## src/rtl/twobyone_rr_arbiter.sv

```systemverilog
// twobyone_rr_arbiter
// Packet-aware round-robin arbiter that shares one n-bit output stream
// between two valid/ready requesters. A grant is held from the first beat
// of a packet until its last beat is accepted, so packets never interleave.
// The granted requester's beat goes through a 2:1 select and is registered
// into a one-entry output stage.
//
// Ports:
//   in_clk, in_rst         clock (rising edge), async active-high reset
//   in_valid_one/_two      requester has a beat
//   in_data_one/_two       requester beat data (n bits)
//   in_last_one/_two       beat is the last of its packet
//   out_ready_one/_two     requester beat accepted when high with its valid
//   out_valid/data/last    registered output beat
//   in_ready               downstream accepts the output beat
//   out_sel                mux select: 0 = requester one, 1 = requester two
//   out_busy               a grant is active
module twobyone_rr_arbiter #(
  parameter int n = 8
) (
  input  logic         in_clk,
  input  logic         in_rst,
  input  logic         in_valid_one,
  input  logic [n-1:0] in_data_one,
  input  logic         in_last_one,
  output logic         out_ready_one,
  input  logic         in_valid_two,
  input  logic [n-1:0] in_data_two,
  input  logic         in_last_two,
  output logic         out_ready_two,
  output logic         out_valid,
  output logic [n-1:0] out_data,
  output logic         out_last,
  input  logic         in_ready,
  output logic         out_sel,
  output logic         out_busy
);

  typedef enum logic [1:0] {
    IDLE      = 2'd0,
    GRANT_ONE = 2'd1,
    GRANT_TWO = 2'd2
  } state_t;

  state_t       r_state;
  state_t       w_state_next;
  logic         r_last_served;      // 0 = one, 1 = two
  logic         w_last_served_next;
  logic         r_valid;
  logic [n-1:0] r_data;
  logic         r_last;

  logic         w_stage_free;
  logic         w_acc_one;
  logic         w_acc_two;
  logic         w_acc;
  logic [n-1:0] w_sel_data;
  logic         w_sel_last;

  // Select and busy are pure decodes of the state register.
  assign out_sel  = (r_state == GRANT_TWO);
  assign out_busy = (r_state == GRANT_ONE) || (r_state == GRANT_TWO);

  // The output stage can take a new beat if it is empty or draining now.
  assign w_stage_free  = !r_valid || in_ready;
  assign out_ready_one = (r_state == GRANT_ONE) && w_stage_free;
  assign out_ready_two = (r_state == GRANT_TWO) && w_stage_free;

  assign w_acc_one = out_ready_one && in_valid_one;
  assign w_acc_two = out_ready_two && in_valid_two;
  assign w_acc     = w_acc_one || w_acc_two;

  // 2:1 data mux driven by the registered select.
  assign w_sel_data = out_sel ? in_data_two : in_data_one;
  assign w_sel_last = out_sel ? in_last_two : in_last_one;

  always_comb begin
    w_state_next       = r_state;
    w_last_served_next = r_last_served;
    case (r_state)
      IDLE: begin
        // Grant only; nothing is accepted in this cycle.
        if (in_valid_one && in_valid_two) begin
          w_state_next = r_last_served ? GRANT_ONE : GRANT_TWO;
        end else if (in_valid_one) begin
          w_state_next = GRANT_ONE;
        end else if (in_valid_two) begin
          w_state_next = GRANT_TWO;
        end
      end
      GRANT_ONE: begin
        if (w_acc_one && in_last_one) begin
          w_last_served_next = 1'b0;
          // Hand straight to the other side if it waits; otherwise idle,
          // even if requester one still has data (one-cycle bubble).
          w_state_next = in_valid_two ? GRANT_TWO : IDLE;
        end
      end
      GRANT_TWO: begin
        if (w_acc_two && in_last_two) begin
          w_last_served_next = 1'b1;
          w_state_next = in_valid_one ? GRANT_ONE : IDLE;
        end
      end
      default: begin
        w_state_next = IDLE;
      end
    endcase
  end

  always_ff @(posedge in_clk or posedge in_rst) begin
    if (in_rst) begin
      r_state       <= IDLE;
      r_last_served <= 1'b1;   // two was "last served" so one wins first tie
    end else begin
      r_state       <= w_state_next;
      r_last_served <= w_last_served_next;
    end
  end

  always_ff @(posedge in_clk or posedge in_rst) begin
    if (in_rst) begin
      r_valid <= 1'b0;
      r_data  <= '0;
      r_last  <= 1'b0;
    end else if (w_acc) begin
      r_valid <= 1'b1;
      r_data  <= w_sel_data;
      r_last  <= w_sel_last;
    end else if (in_ready) begin
      r_valid <= 1'b0;
    end
  end

  assign out_valid = r_valid;
  assign out_data  = r_data;
  assign out_last  = r_last;

endmodule

```

## config.mk

```make
export PLATFORM = sky130hd
export DESIGN_NAME = twobyone_rr_arbiter
export DESIGN_NICKNAME = d
export VERILOG_FILES = /design/src/rtl/twobyone_rr_arbiter.sv
export SDC_FILE = /design/constraint.sdc
export NUM_CORES = 1
export LEC_CHECK = 0
export CAP_MARGIN = 5
export CORE_MARGIN = 2
export CORE_UTILIZATION = 35
export DETAILED_ROUTE_END_ITERATION = 10
export HOLD_SLACK_MARGIN = 0.06
export PLACE_DENSITY = 0.72
export SETUP_SLACK_MARGIN = 0.05
export SLEW_MARGIN = 25
export SYNTH_ARGS = -nofsm -noshare
export SYNTH_HDL_FRONTEND = slang
export SYNTH_SLANG_ARGS = --single-unit
```

## constraint.sdc

```tcl
create_clock -name in_clk -period 1.4 [get_ports in_clk]
set_clock_uncertainty 0.05 [all_clocks]
set_input_delay 0.14 -clock in_clk [delete_from_list [all_inputs] [get_ports in_clk]]
set_output_delay 0.14 -clock in_clk [all_outputs]
set_load 0.005 [all_outputs]
```

density.png
Drawn at 6 px/um. 10 x 10 tiles, from white (low) to dark blue (high), 0 to 100% covered.
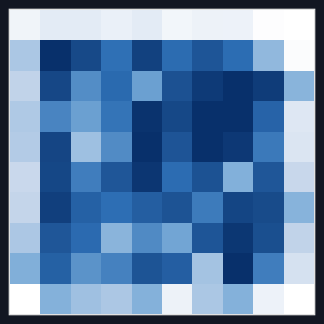
- mean over tiles: 59%
- nearly empty tiles: 5.0%
- densest ninth of the die: centre
fin util: 76.9%
FP Core Util: 38.1%
core area: 2000 um2

metal_stack.png
Drawn at 12 px/um. Only two layers are drawn.
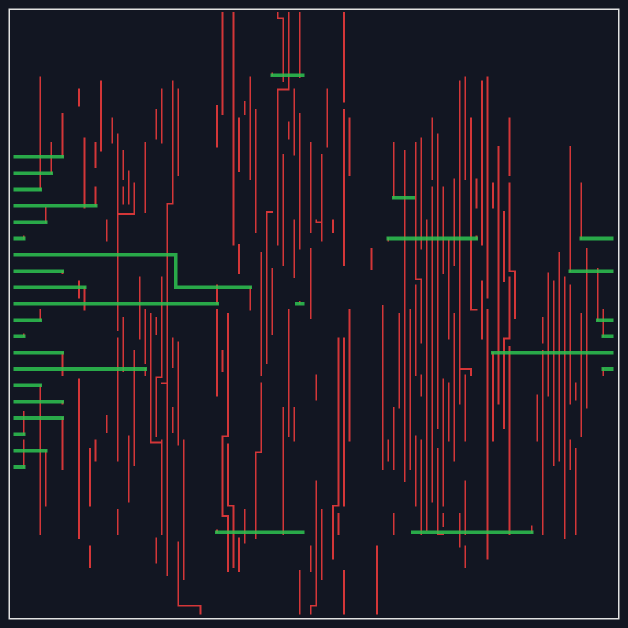
- red: met2 (wire length 1290 um)
- green: met3 (wire length 146 um)
vias: 791
WL/cell: 14.5 um
WL final: 2.44 mm
gr usage total: 20.6%

clock_map.png
Drawn at 12 px/um.
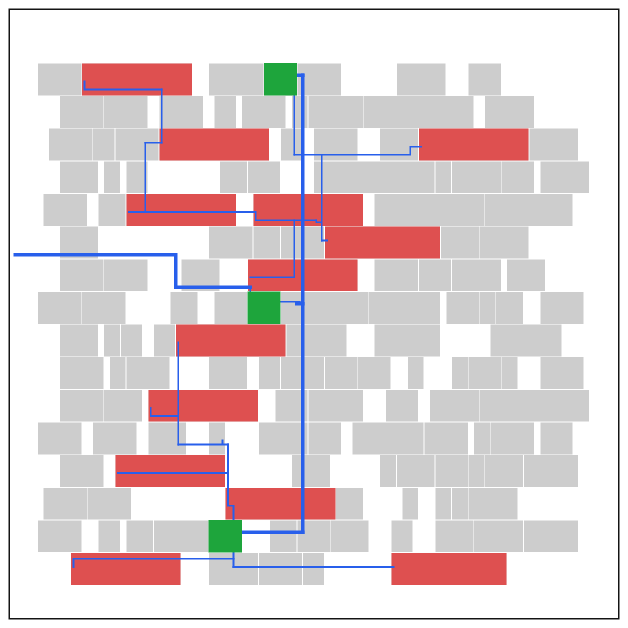
- red: flip-flops (count 13)
- blue: clock wires (length 207 um)
- green: cells driving clock nets (count 3)
- routed clock nets: 4
P_clk: 0.246 mW
Worst-Skew Late Latency: 290 ps

==> deck_impl_summary.md <==
Flow Results at a Glance

Outcome
  – Status: finished with violations
  – Failing checks: negative setup slack

Detailed routing
  – Drt pass-1 iters: 4
  – Met1 Wirelength: 935 um

STA
  – Final Hold Slack: 131 ps
  – Final WS setup: -174 ps
  – Final setup violating endpoints: 16
  – Least-Margin Pin Slew: 526 ps

Power and ir drop
  – Combinational share of power: 68.7%
  – P_int: 1.89 mW

Clock network
  – CTS H-tree lvls: 1

Yosys
  – Yosys adder share: 6.57%
  – Post-Synth XOR/XNOR Area: 0%
  – Post-synth top cells: 12 x dfrtp_1, 12 x nor2_1, 11 x a21oi_1, 9 x mux2i_1, 5 x nand2_1
  – Largest cells by area: dfrtp_1 39%, mux2i_1 12%, a21oi_1 7.2%
  – Synth flops: 13

Layout
  – Seq Cell Count: 13
  – Top class by area: buffers
  – Layout cells sized above 1: 44.7%
  – Fraction of cell area in non-clock buffers: 40.4%
  – Fillers: 140
  – Largest register FFs: 8

Placed design
  – Placer Congestion: 0.799

Worst setup path
  – Kind of cell adding the most delay to the critical path: buffers and inverters
  – CP max stage delay: 400 ps
  – Worst r2r dst: out_data[4]
  – Reg2Reg Depth: 9
  – Slowest cell on crit path: dfrtp_1

Global route
  – Busiest grt layer: met2
  – Largest net degree at the start of global routing: 19

Job
  – Max Cap Viol: 0
Power figures rest on the tool's default switching activity, not on a simulated workload.
